--- src/rtl/matrix_key_scan_pkg.sv ---
// Shared types for the keypad scanner: FSM states, key code, matrix size.
// Also holds the lowest-low-column helper used when sampling columns.
package piano_key_pkg;

    localparam int ROWS = 4;
    localparam int COLS = 4;

    typedef enum logic [1:0] {
        SCAN,
        DEBOUNCE,
        HELD,
        RELEASE
    } state_e;

    typedef logic [3:0] key_code_t;

    function automatic logic [1:0] lowest_low(input logic [3:0] cs);
        logic [1:0] idx;
        idx = 2'd3;
        for (int i = 3; i >= 0; i--) begin
            if (!cs[i]) idx = 2'(i);
        end
        return idx;
    endfunction

endpackage

--- src/rtl/matrix_key_scan_if.sv ---
// Key event bundle from the keypad scanner to the note/mode controller.
// The scanner drives it through the master modport.
interface matrix_key_scan_if;
    import piano_key_pkg::*;

    key_code_t key_code;
    logic      key_valid;
    logic      key_down;
    logic      key_release;

    modport master (
        output key_code,
        output key_valid,
        output key_down,
        output key_release
    );

    modport slave (
        input key_code,
        input key_valid,
        input key_down,
        input key_release
    );

endinterface

--- src/rtl/scan_tick_gen.sv ---
// Free-running divider producing a one-clk enable every PERIOD clocks.
// Shared between the keypad scanner and the display scanner.
module scan_tick_gen #(
    parameter int PERIOD = 10
) (
    input  logic clk,
    input  logic rst_n,
    output logic tick
);

    localparam int W = (PERIOD > 1) ? $clog2(PERIOD) : 1;
    localparam logic [W-1:0] LAST = W'(PERIOD - 1);

    logic [W-1:0] cnt_q;
    logic [W-1:0] cnt_d;

    assign tick = (cnt_q == LAST);

    always_comb begin
        cnt_d = cnt_q + W'(1);
        if (tick) cnt_d = '0;
    end

    always_ff @(posedge clk or negedge rst_n) begin
        if (!rst_n) cnt_q <= '0;
        else        cnt_q <= cnt_d;
    end

endmodule

--- src/rtl/matrix_key_scan.sv ---
// 4x4 active-low keypad scanner with press/release debounce and event pulses.
// Optional auto-repeat of key_valid while held: define MATRIX_KEY_REPEAT_EN.
module matrix_key_scan
    import piano_key_pkg::*;
#(
    parameter int SCAN_PERIOD    = 200000,
    parameter int DEBOUNCE_SCANS = 4,
    parameter int REPEAT_SCANS   = 100
) (
    input  logic               clk,
    input  logic               rst_n,
    input  logic [3:0]         col_in,
    output logic [3:0]         row_out,
    matrix_key_scan_if.master  key_o
);

    localparam logic [3:0] DEB_N = 4'(DEBOUNCE_SCANS);

    if (DEBOUNCE_SCANS < 1 || DEBOUNCE_SCANS > 15) begin : g_bad_deb
        $error("DEBOUNCE_SCANS out of range 1..15");
    end
    if (REPEAT_SCANS < 1) begin : g_bad_rep
        $error("REPEAT_SCANS must be at least 1");
    end

    logic tick;

    scan_tick_gen #(.PERIOD(SCAN_PERIOD)) u_tick (
        .clk   (clk),
        .rst_n (rst_n),
        .tick  (tick)
    );

    logic [3:0] col_s1_q;
    logic [3:0] cs_q;

    // Columns idle high through the pull-ups, so the synchronizer resets high.
    always_ff @(posedge clk or negedge rst_n) begin
        if (!rst_n) begin
            col_s1_q <= 4'hF;
            cs_q     <= 4'hF;
        end else begin
            col_s1_q <= col_in;
            cs_q     <= col_s1_q;
        end
    end

    state_e    state_q, state_d;
    logic [1:0] r_q, r_d;
    logic [1:0] c_q, c_d;
    logic [3:0] deb_q, deb_d;
    key_code_t code_q, code_d;
    logic      valid_q, valid_d;
    logic      down_q, down_d;
    logic      rel_q, rel_d;

    logic       any_low;
    logic [1:0] low_c;
    logic [3:0] deb_inc;
    logic       rep_pulse;

    assign any_low = ~&cs_q;
    assign low_c   = lowest_low(cs_q);
    assign deb_inc = deb_q + 4'd1;

    always_comb begin
        state_d = state_q;
        r_d     = r_q;
        c_d     = c_q;
        deb_d   = deb_q;
        code_d  = code_q;
        valid_d = 1'b0;
        down_d  = down_q;
        rel_d   = 1'b0;
        if (tick) begin
            unique case (state_q)
                SCAN: begin
                    if (any_low) begin
                        c_d   = low_c;
                        deb_d = 4'd1;
                        if (DEB_N == 4'd1) begin
                            code_d  = {r_q, low_c};
                            valid_d = 1'b1;
                            down_d  = 1'b1;
                            state_d = HELD;
                        end else begin
                            state_d = DEBOUNCE;
                        end
                    end else begin
                        r_d = r_q + 2'd1;
                    end
                end
                DEBOUNCE: begin
                    if (any_low && low_c == c_q) begin
                        deb_d = deb_inc;
                        if (deb_inc == DEB_N) begin
                            code_d  = {r_q, c_q};
                            valid_d = 1'b1;
                            down_d  = 1'b1;
                            state_d = HELD;
                        end
                    end else begin
                        deb_d   = 4'd0;
                        r_d     = r_q + 2'd1;
                        state_d = SCAN;
                    end
                end
                HELD: begin
                    if (cs_q[c_q]) begin
                        deb_d = 4'd1;
                        if (DEB_N == 4'd1) begin
                            down_d  = 1'b0;
                            rel_d   = 1'b1;
                            r_d     = r_q + 2'd1;
                            state_d = SCAN;
                        end else begin
                            state_d = RELEASE;
                        end
                    end
                end
                RELEASE: begin
                    if (cs_q[c_q]) begin
                        deb_d = deb_inc;
                        if (deb_inc == DEB_N) begin
                            down_d  = 1'b0;
                            rel_d   = 1'b1;
                            r_d     = r_q + 2'd1;
                            state_d = SCAN;
                        end
                    end else begin
                        state_d = HELD;
                    end
                end
            endcase
        end
        valid_d = valid_d | rep_pulse;
    end

`ifdef MATRIX_KEY_REPEAT_EN
    localparam int REP_W = $clog2(REPEAT_SCANS + 1);
    localparam logic [REP_W-1:0] REP_N = REP_W'(REPEAT_SCANS);

    logic [REP_W-1:0] rep_q, rep_d;

    // A bounce back from RELEASE keeps the count; only scanning or
    // entering RELEASE clears it.
    always_comb begin
        rep_d     = rep_q;
        rep_pulse = 1'b0;
        if (tick) begin
            unique case (state_q)
                HELD: begin
                    if (state_d != HELD) begin
                        rep_d = '0;
                    end else if (rep_q + REP_W'(1) == REP_N) begin
                        rep_d     = '0;
                        rep_pulse = 1'b1;
                    end else begin
                        rep_d = rep_q + REP_W'(1);
                    end
                end
                RELEASE: rep_d = rep_q;
                default: rep_d = '0;
            endcase
        end
    end

    always_ff @(posedge clk or negedge rst_n) begin
        if (!rst_n) rep_q <= '0;
        else        rep_q <= rep_d;
    end
`else
    assign rep_pulse = 1'b0;
`endif

    always_ff @(posedge clk or negedge rst_n) begin
        if (!rst_n) begin
            state_q <= SCAN;
            r_q     <= 2'd0;
            c_q     <= 2'd0;
            deb_q   <= 4'd0;
            code_q  <= '0;
            valid_q <= 1'b0;
            down_q  <= 1'b0;
            rel_q   <= 1'b0;
        end else begin
            state_q <= state_d;
            r_q     <= r_d;
            c_q     <= c_d;
            deb_q   <= deb_d;
            code_q  <= code_d;
            valid_q <= valid_d;
            down_q  <= down_d;
            rel_q   <= rel_d;
        end
    end

    assign row_out           = ~(4'b0001 << r_q);
    assign key_o.key_code    = code_q;
    assign key_o.key_valid   = valid_q;
    assign key_o.key_down    = down_q;
    assign key_o.key_release = rel_q;

endmodule

--- src/flat_wrapper.sv ---
// flat-port wrapper written by rule: the top's interface ports become plain ports
module matrix_key_scan_flat import piano_key_pkg::*;
#(
    parameter int SCAN_PERIOD    = 200000,
    parameter int DEBOUNCE_SCANS = 4,
    parameter int REPEAT_SCANS   = 100
)
  (clk, rst_n, col_in, row_out, key_o_key_code, key_o_key_valid, key_o_key_down, key_o_key_release);
  matrix_key_scan_if key_o_i ();
  input  logic clk;
  input  logic rst_n;
  input  logic [3:0] col_in;
  output logic [3:0] row_out;
  output wire logic [$bits(key_o_i.key_code)-1:0] key_o_key_code;
  output wire logic [$bits(key_o_i.key_valid)-1:0] key_o_key_valid;
  output wire logic [$bits(key_o_i.key_down)-1:0] key_o_key_down;
  output wire logic [$bits(key_o_i.key_release)-1:0] key_o_key_release;
  assign key_o_key_code = key_o_i.key_code;
  assign key_o_key_valid = key_o_i.key_valid;
  assign key_o_key_down = key_o_i.key_down;
  assign key_o_key_release = key_o_i.key_release;
  matrix_key_scan #(.SCAN_PERIOD(SCAN_PERIOD), .DEBOUNCE_SCANS(DEBOUNCE_SCANS), .REPEAT_SCANS(REPEAT_SCANS)) u_core (.clk(clk), .rst_n(rst_n), .col_in(col_in), .row_out(row_out), .key_o(key_o_i));
endmodule
--- config.mk ---
export PLATFORM = sky130hd
export DESIGN_NAME = matrix_key_scan_flat
export DESIGN_NICKNAME = d
export VERILOG_FILES = /design/src/rtl/matrix_key_scan_pkg.sv /design/src/rtl/matrix_key_scan_if.sv /design/src/rtl/scan_tick_gen.sv /design/src/rtl/matrix_key_scan.sv /design/src/flat_wrapper.sv
export SDC_FILE = /design/constraint.sdc
export NUM_CORES = 1
export LEC_CHECK = 0
export CAP_MARGIN = 20
export CORE_MARGIN = 2
export CORE_UTILIZATION = 55
export CTS_CLUSTER_DIAMETER = 120
export DETAILED_ROUTE_END_ITERATION = 16
export GPL_TIMING_DRIVEN = 0
export PLACE_DENSITY = 0.76
export SLEW_MARGIN = 0
export SYNTH_ARGS = -nofsm -noshare
export SYNTH_HDL_FRONTEND = slang
export SYNTH_SLANG_ARGS = --single-unit
export TNS_END_PERCENT = 30
--- constraint.sdc ---
create_clock -name clk -period 4.4 [get_ports clk]
set_input_delay 1.32 -clock clk [delete_from_list [all_inputs] [get_ports clk]]
set_output_delay 1.32 -clock clk [all_outputs]
set_load 0.005 [all_outputs]
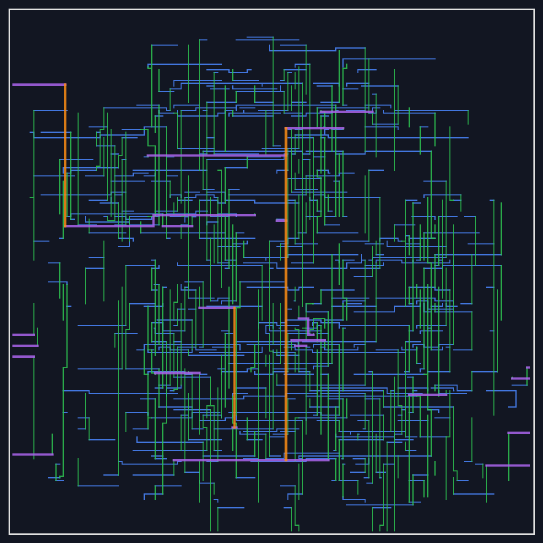
(wiring by layer)
Scale: 8 px per um.
green -> metal 2  # wire length 2000 um
purple -> metal 3  # wire length 134 um
orange -> metal 4  # wire length 74.1 um
blue -> metal 1  # wire length 1650 um
vias post-DR: 1458
Avg WL per Cell: 14.8 um
GRT Total Usage: 0.217

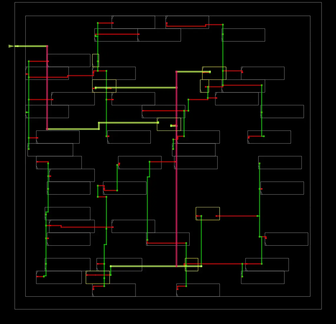
(clock routing)
Num CTS Buffers: 5
Setup Skew: 0.00555 ns

==> impl_metrics.toml <==
# implementation run metrics
[power]
power_uw = 667
p_leak_uw = 0.00103
p_clk_frac = 0.367
switching_share = 0.222
ir_drop_mv = 0.228
maxPowerGroup = "sequential cells"

[clock_network]
post-cts-setup-buffers = 0
cts_tree = "built"
clock_latency_ns = 0.30
clockBufferDepth = 2

[outcome]
status = "finished, final reports clean"

[yosys]
synth_adder_area_share = 0.0362
ys_top_logic_family = "simple AND/OR/NAND/NOR gates"
simple_gate_share = 0.231
synth_area_leader_cell = "dfrtp_1"
async_flop_share = 1.00
syn_area_per_cell_um2 = 11.0
ys_top_cells_by_area = "dfrtp_1, dfstp_2, ha_1"
top_cell_area_share = 0.422
synth-xor-area-share = 0.0675
ys_seq_share = 0.523

[final_timing]
final_hold_viol_count = 0
rsz0062_at_grt = "no"
setup_slack_ns = 1.48
fin_tns_setup_ns = 0
finalSetupViolations = 0

[worst_setup_path]
critPathBufInv = 3
critPathKind = "reg2out"
worstRegToRegCells = 5
r2r-start = "u_core.u_tick.cnt_q[15]"
startpoint_type = "flip-flop"
setup.worst_path.end = "row_out[2]"
rrSetupSlack_ns = 1.92

[floorplan]
ios = 17
nWellTaps = 48
fp_util = 0.571

[layout]
fin_cells = 261
drive_above_1_share = 0.155
seq_share = 0.457
area_growth_pct = 14.5
ff_latch_area_um2 = 1090

[global_route]
grt_max_degree = 44

[detailed_routing]
drt_iter0_drc = 73
wirelength_mm = 3.86

[placed_design]
placed_cells = 253
place_area_um2 = 2290
hpwl_mm = 2.77

[min_path]
hold_depth = 0
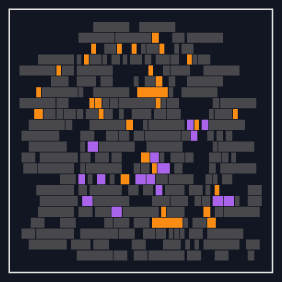
(gate-type map)
Scale: 4 px per um.
purple -> aoi and oai cells  # cells 15
orange -> nor cells  # cells 28

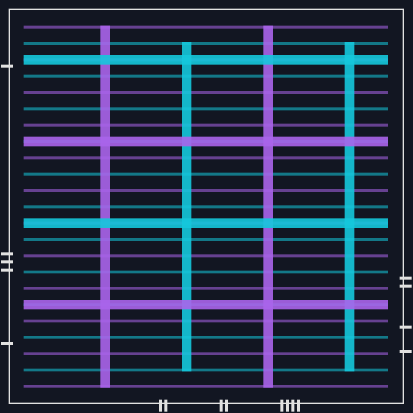
(power grid)
Scale: 6 px per um. Pins as bars on the die edge.
purple -> VSS
cyan -> VDD
met4 straps = 4
signal pins = 17
rows = 22
Core ar.: 3630 um2
Die Span Y: 65.4 um

-- registers in the layout, summed over array words and instances, names as in the netlist --
signal and flops:
u_core.key_o.key_down 1, u_core.col_s1_q 4, u_core.key_o.key_release 1, u_core.deb_q 4
u_core.cs_q 4, u_core.state_q 2, u_core.r_q 2, u_core.key_o.key_code 4
u_core.c_q 2, u_core.key_o.key_valid 1, u_core.u_tick.cnt_q 18
-- worst reg2reg max path, cell delays in order, from the launching register on --
cell and delay (ns):
dfrtp_1 0.42, or4_1 0.57, nor4_4 0.46, nand3_4 0.16, nor4_4 0.36, mux2_2 0.39
-- layer usage --
layer | track usage | wire [um]
met3 | 0.0599 | 133
met1 | 0.253 | 1650
met4 | 0.0807 | 74
met5 | 0 | 0
met2 | 0.383 | 2000
